[src/rtl/uart_pkg.sv]
// Shared UART definitions: arbiter state encodings, default baud divisor,
// default byte width and an elaboration-time clog2 helper.
package uart_pkg;

    typedef enum logic [1:0] {
        UART_ARB_IDLE      = 2'd0,
        UART_ARB_ISSUE     = 2'd1,
        UART_ARB_WAIT_DONE = 2'd2,
        UART_ARB_RELEASE   = 2'd3
    } uart_arb_state_t;

    // Clock cycles per bit for 50 MHz at 9600 baud
    localparam int CLKS_PER_BIT = 5208;

    // Default byte width of the UART data path
    localparam int UART_DATA_WIDTH = 8;

    // Ceiling log2, never smaller than 1 so a single-entry index still has a bit
    function automatic int clog2(input int value);
        int result;
        int remaining;
        result    = 0;
        remaining = value - 1;
        while (remaining > 0) begin
            result    = result + 1;
            remaining = remaining >> 1;
        end
        if (result < 1) begin
            result = 1;
        end
        return result;
    endfunction

endpackage

[src/rtl/rr_arbiter.sv]
// Combinational rotate-priority picker: the requester right after last_grant
// has the highest priority, last_grant itself the lowest.
module rr_arbiter
    import uart_pkg::*;
#(
    parameter int NUM_REQ = 4
) (
    input  logic [NUM_REQ-1:0]        req,
    input  logic [clog2(NUM_REQ)-1:0] last_grant,
    output logic                      found,
    output logic [clog2(NUM_REQ)-1:0] winner
);

    localparam int IDX_W = clog2(NUM_REQ);

    // cand_idx[k] is the requester examined at priority rank k (0 = highest)
    logic [IDX_W-1:0]   cand_idx [NUM_REQ];
    logic [NUM_REQ-1:0] cand_req;

    genvar gi;
    generate
        for (gi = 0; gi < NUM_REQ; gi++) begin : g_cand
            assign cand_idx[gi] = IDX_W'((int'(last_grant) + gi + 1) % NUM_REQ);
            assign cand_req[gi] = req[cand_idx[gi]];
        end
    endgenerate

    // Pick the lowest-ranked active candidate; scanning downwards lets rank 0 win
    always_comb begin
        found  = 1'b0;
        winner = '0;
        for (int k = NUM_REQ - 1; k >= 0; k--) begin
            if (cand_req[k]) begin
                found  = 1'b1;
                winner = cand_idx[k];
            end
        end
    end

endmodule

[src/rtl/uart_tx_arbiter.sv]
// Shares one UART transmitter between NUM_REQ byte-stream requesters.
// Round-robin with packet lock: a grant is held until the last byte of a
// packet, the requester goes quiet, or MAX_BURST bytes were sent. A watchdog
// abandons a grant whose serializer never reports completion.
module uart_tx_arbiter
    import uart_pkg::*;
#(
    parameter int NUM_REQ        = 4,
    parameter int DATA_WIDTH     = UART_DATA_WIDTH,
    parameter int MAX_BURST      = 16,
    parameter int TIMEOUT_CYCLES = 65535
) (
    input  logic                          clk,
    input  logic                          rst,
    input  logic [NUM_REQ-1:0]            req,
    input  logic [NUM_REQ*DATA_WIDTH-1:0] req_data,
    input  logic [NUM_REQ-1:0]            req_last,
    output logic [NUM_REQ-1:0]            ack,
    output logic                          tx_start,
    output logic [DATA_WIDTH-1:0]         tx_data,
    input  logic                          tx_busy,
    input  logic                          tx_done,
    output logic [clog2(NUM_REQ)-1:0]     grant_id,
    output logic                          busy,
    output logic                          timeout_err
);

    localparam int IDX_W   = clog2(NUM_REQ);
    localparam int BURST_W = clog2(MAX_BURST + 1);
    localparam int WDOG_W  = clog2(TIMEOUT_CYCLES);

    localparam logic [BURST_W-1:0] BURST_LIMIT = BURST_W'(MAX_BURST);
    localparam logic [WDOG_W-1:0]  WDOG_LIMIT  = WDOG_W'(TIMEOUT_CYCLES - 1);
    localparam logic [IDX_W-1:0]   LAST_INIT   = IDX_W'(NUM_REQ - 1);

    uart_arb_state_t state_reg;
    uart_arb_state_t state_next;

    logic [IDX_W-1:0]      grant_reg;
    logic [IDX_W-1:0]      last_grant_reg;
    logic [BURST_W-1:0]    burst_cnt_reg;
    logic [WDOG_W-1:0]     wdog_reg;
    logic                  last_flag_reg;
    logic [DATA_WIDTH-1:0] tx_data_reg;
    logic                  timeout_err_reg;

    logic                  arb_found;
    logic [IDX_W-1:0]      arb_winner;
    logic                  grant_req;
    logic                  grant_last;
    logic [DATA_WIDTH-1:0] grant_data;
    logic                  issue_fire;
    logic                  wdog_expired;
    logic                  end_of_grant;

    rr_arbiter #(
        .NUM_REQ(NUM_REQ)
    ) u_rr_arbiter (
        .req        (req),
        .last_grant (last_grant_reg),
        .found      (arb_found),
        .winner     (arb_winner)
    );

    // View of the currently granted requester
    assign grant_req  = req[grant_reg];
    assign grant_last = req_last[grant_reg];
    assign grant_data = req_data[int'(grant_reg)*DATA_WIDTH +: DATA_WIDTH];

    // A byte is handed over when the serializer is free and the owner still has one
    assign issue_fire   = (state_reg == UART_ARB_ISSUE) && !tx_busy && grant_req;
    assign wdog_expired = (wdog_reg == WDOG_LIMIT);
    assign end_of_grant = last_flag_reg || (burst_cnt_reg == BURST_LIMIT) || !grant_req;

    // State register
    always_ff @(posedge clk) begin
        if (rst) begin
            state_reg <= UART_ARB_IDLE;
        end else begin
            state_reg <= state_next;
        end
    end

    // Next-state logic; a completion in the expiry cycle still counts as success
    always_comb begin
        state_next = state_reg;
        case (state_reg)
            UART_ARB_IDLE: begin
                if (arb_found) begin
                    state_next = UART_ARB_ISSUE;
                end
            end
            UART_ARB_ISSUE: begin
                if (!tx_busy) begin
                    state_next = grant_req ? UART_ARB_WAIT_DONE : UART_ARB_RELEASE;
                end
            end
            UART_ARB_WAIT_DONE: begin
                if (tx_done) begin
                    state_next = end_of_grant ? UART_ARB_RELEASE : UART_ARB_ISSUE;
                end else if (wdog_expired) begin
                    state_next = UART_ARB_RELEASE;
                end
            end
            UART_ARB_RELEASE: begin
                state_next = UART_ARB_IDLE;
            end
            default: begin
                state_next = UART_ARB_IDLE;
            end
        endcase
    end

    // Output decode: start pulse and the owner's ack share the issue cycle
    always_comb begin
        tx_start = 1'b0;
        ack      = '0;
        if (issue_fire) begin
            tx_start       = 1'b1;
            ack[grant_reg] = 1'b1;
        end
    end

    // Grant ownership: capture the winner, remember it on release for rotation
    always_ff @(posedge clk) begin
        if (rst) begin
            grant_reg      <= '0;
            last_grant_reg <= LAST_INIT;
        end else begin
            if (state_reg == UART_ARB_IDLE && arb_found) begin
                grant_reg <= arb_winner;
            end
            if (state_reg == UART_ARB_RELEASE) begin
                last_grant_reg <= grant_reg;
            end
        end
    end

    // Byte transfer: latch data and packet-end flag, count bytes in this grant
    always_ff @(posedge clk) begin
        if (rst) begin
            tx_data_reg   <= '0;
            last_flag_reg <= 1'b0;
            burst_cnt_reg <= '0;
        end else begin
            if (state_reg == UART_ARB_IDLE && arb_found) begin
                burst_cnt_reg <= '0;
            end else if (issue_fire) begin
                tx_data_reg   <= grant_data;
                last_flag_reg <= grant_last;
                burst_cnt_reg <= burst_cnt_reg + 1'b1;
            end
        end
    end

    // Watchdog: restart on each issue, count while waiting, flag a stuck serializer
    always_ff @(posedge clk) begin
        if (rst) begin
            wdog_reg        <= '0;
            timeout_err_reg <= 1'b0;
        end else begin
            if (issue_fire) begin
                wdog_reg <= '0;
            end else if (state_reg == UART_ARB_WAIT_DONE) begin
                wdog_reg <= wdog_reg + 1'b1;
                if (!tx_done && wdog_expired) begin
                    timeout_err_reg <= 1'b1;
                end
            end
        end
    end

    assign tx_data     = tx_data_reg;
    assign grant_id    = grant_reg;
    assign busy        = (state_reg != UART_ARB_IDLE);
    assign timeout_err = timeout_err_reg;

endmodule

[config.mk]
export PLATFORM = sky130hd
export DESIGN_NAME = uart_tx_arbiter
export DESIGN_NICKNAME = d
export VERILOG_FILES = /design/src/rtl/uart_pkg.sv /design/src/rtl/rr_arbiter.sv /design/src/rtl/uart_tx_arbiter.sv
export SDC_FILE = /design/constraint.sdc
export NUM_CORES = 1
export LEC_CHECK = 0
export CAP_MARGIN = 30
export CORE_MARGIN = 1.5
export CORE_UTILIZATION = 32
export CTS_CLUSTER_DIAMETER = 50
export DETAILED_ROUTE_END_ITERATION = 8
export PLACE_DENSITY = 0.71
export SKIP_LAST_GASP = 1
export SLEW_MARGIN = 20
export SYNTH_ARGS = -nofsm -noshare
export SYNTH_HDL_FRONTEND = slang
export SYNTH_SLANG_ARGS = --single-unit
[constraint.sdc]
create_clock -name clk -period 1.8 [get_ports clk]
set_clock_uncertainty 0.2 [all_clocks]
set_input_delay 0.36 -clock clk [delete_from_list [all_inputs] [get_ports clk]]
set_output_delay 0.36 -clock clk [all_outputs]
set_load 0.1 [all_outputs]
==> images/pdn.png <==
Drawn at 6 px/um. Pins as bars on the die edge. Tap cells in grey.
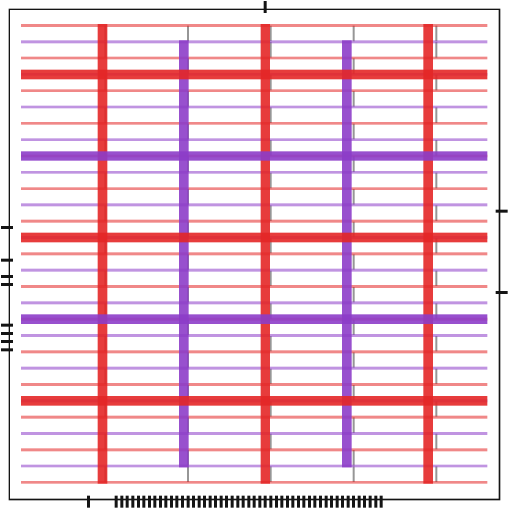
- red: VSS
- purple: VDD
- signal pins: 61
- met5 straps: 5
- tap cells: 75

==> images/cell_classes.png <==
Drawn at 6 px/um. Fill, decap, tap and diode cells in grey.
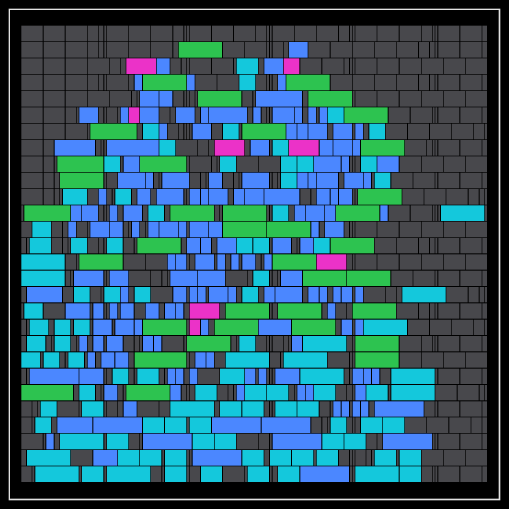
- green: flip-flops (cells 37; share of their area 23%)
- magenta: clock drivers and dummy loads (cells 8; share of their area 2.7%)
- cyan: other buffers and delay cells (cells 100; share of their area 33%)
- blue: all other logic (cells 169; share of their area 40%)
Seq/total area: 22.8%
Final Cell Area: 3300 um^2
Finished Core Util: 55.8%
Core Box Area: 5920 um^2
row count: 28

==> notes.md <==
fresh numbers from the pnr run: status=finished with violations, failing checks=setup timing, Internal=1540 uW, Starting DRT DRC Count=around 120, cell area after synthesis=1970 um^2, MUX share of area=roughly 12%, Crit path max-delay family=multiplexers, dpl hpwl=~4200 um, Yosys chip area=around 2000 um^2, pre-CTS setup slack=-659 ps, Late-Pin Clk Latency=between 200 and 300 ps, max-slew violations=0, routed vias=1,922, Post-Synth Adder-Cell Area=under 10%, Gate Count Post-Synth=around 220, worst slew pin tran=374 ps, post-route setup slack=-448 ps, largest fanout on the critical path=4, Main area contributors=dfxtp_1 38%, mux4_2 11%, nand2_1 5.1%, xnor2_1 4.4%, nor2_1 4.4%, clk buf depth=2, IO buf count=around 60, worst hold path type=reg2reg, VDD IR-drop max=0.524 mV, Basic Gates by Area=a little over a quarter, Netlist cell types=44, Max transition margin=about 75%, share of cells above drive strength 1=33.1%, Post-synth seq share=37.6%, top cells by count, synth=37 x dfxtp_1, 27 x nand2_1, 23 x nor2_1, largest net degree at the start of global routing=17, Die Width=~81 um, via/cell ratio=between 4 and 5, Top-Level Pins=61, Net Sw Power=between 800 and 900 uW, Max Cap Viol=0, xor+xnor area frac=between 7 and 8%, Syn Nets=about 260, Synth warnings=0, RR Startpoint=grant_id[0], Layout fillers=a little over 500, CTS Root Cell=clkbuf_8, Seq pwr share=about two fifths, Worst Setup SP=grant_id[0], fin crit period=2250 ps, Max-area cell share=between 30% and 40%, Area growth syn-to-layout=67.7%, final setup fails=7
final cells by class:
type	instances	area, um^2	area share [%]
Timing Repair Buffer	100	1070	32.5
Clock inverter	3	17.5	0.530
Sequential cell	37	753	22.8
Multi-Input combinational cell	158	1250	38.0
Tap cell	75	93.8	2.84
Inverter	11	43.8	1.33
Clock buffer	5	68.8	2.08
power groups by stage:
stage	sequential (uW)	clock [uW]	combinational, uW
after floorplan	1040	0	384
after global placement	907	0	871
after detailed placement	908	0	879
after CTS	892	585	878
after global routing	899	624	930
final	893	571	880
metrics by stage:
| step | hold slack [ps] | setup TNS, ps |
|---|---|---|
| 6_report | 274 | -2200 |
| 5_1_grt | 311 | -2690 |
| 3_5_place_dp | 263 | -17180 |
| 4_1_cts | 273 | -2210 |
| 3_3_place_gp | 265 | -15470 |
| 2_1_floorplan | 237 | -5020 |
worst max-delay path by stage:
stage	end	slack [ps]	depth (start not counted)
floorplan	ack[0]	-770	5
detailed placement	ack[3]	-660	6
global route	ack[3]	-500	5
global placement	ack[3]	-610	6
finish	ack[3]	-450	5
CTS	ack[3]	-470	5
layout by cell type, fill, tap and decap left out, types with 3 or more instances in the layout:
cell	instances
nand4_1	4
xor2_1	6
nand2_1	27
mux4_2	10
dfxtp_2	4
a21oi_1	15
clkdlybuf4s50_1	38
dlygate4sd2_1	5
xnor2_1	10
o21ai_0	3
buf_4	38
inv_1	10
buf_12	17
nand2b_1	4
nor3_1	3
dfxtp_1	31
nor2_1	23
clkbuf_8	5
nand3_1	4
and3_1	3
ha_1	4
cell families after synthesis:
family          after synthesis
mux                          11
buf+inv                      21
compound gates               30
xor+xnor                     16
simple gates                 97
fa+ha+maj                     4
flops                        37
metal layers:
| metal | global-route usage [%] | share of wire, % | routed length (um) | up-vias |
|---|---|---|---|---|
| met4 | 8.79 | 2.4 | 129 | 0 |
| met3 | 3.89 | 3.3 | 182 | 10 |
| li1 | - | - | - | 959 |
| met2 | 30.2 | 51 | 2760 | 47 |
| met1 | 22.1 | 44 | 2370 | 906 |
| met5 | 0 | 0 | 0 | - |
tightest hold or removal path, delay by kind of cell (launching register included):
family	cells	cell delay [ps]
AOI/OAI and AO/OA	1	50
DFF	1	320
and+or+nand+nor	1	50
repair_timing:
action	CTS	global route
endpoints found under the hold margin	0	0
gates resized	12	13
endpoints found under the setup margin	38	16
pin swaps	4	4
setup buffers	1	3
Power figures rest on the tool's default switching activity, not on a simulated workload.
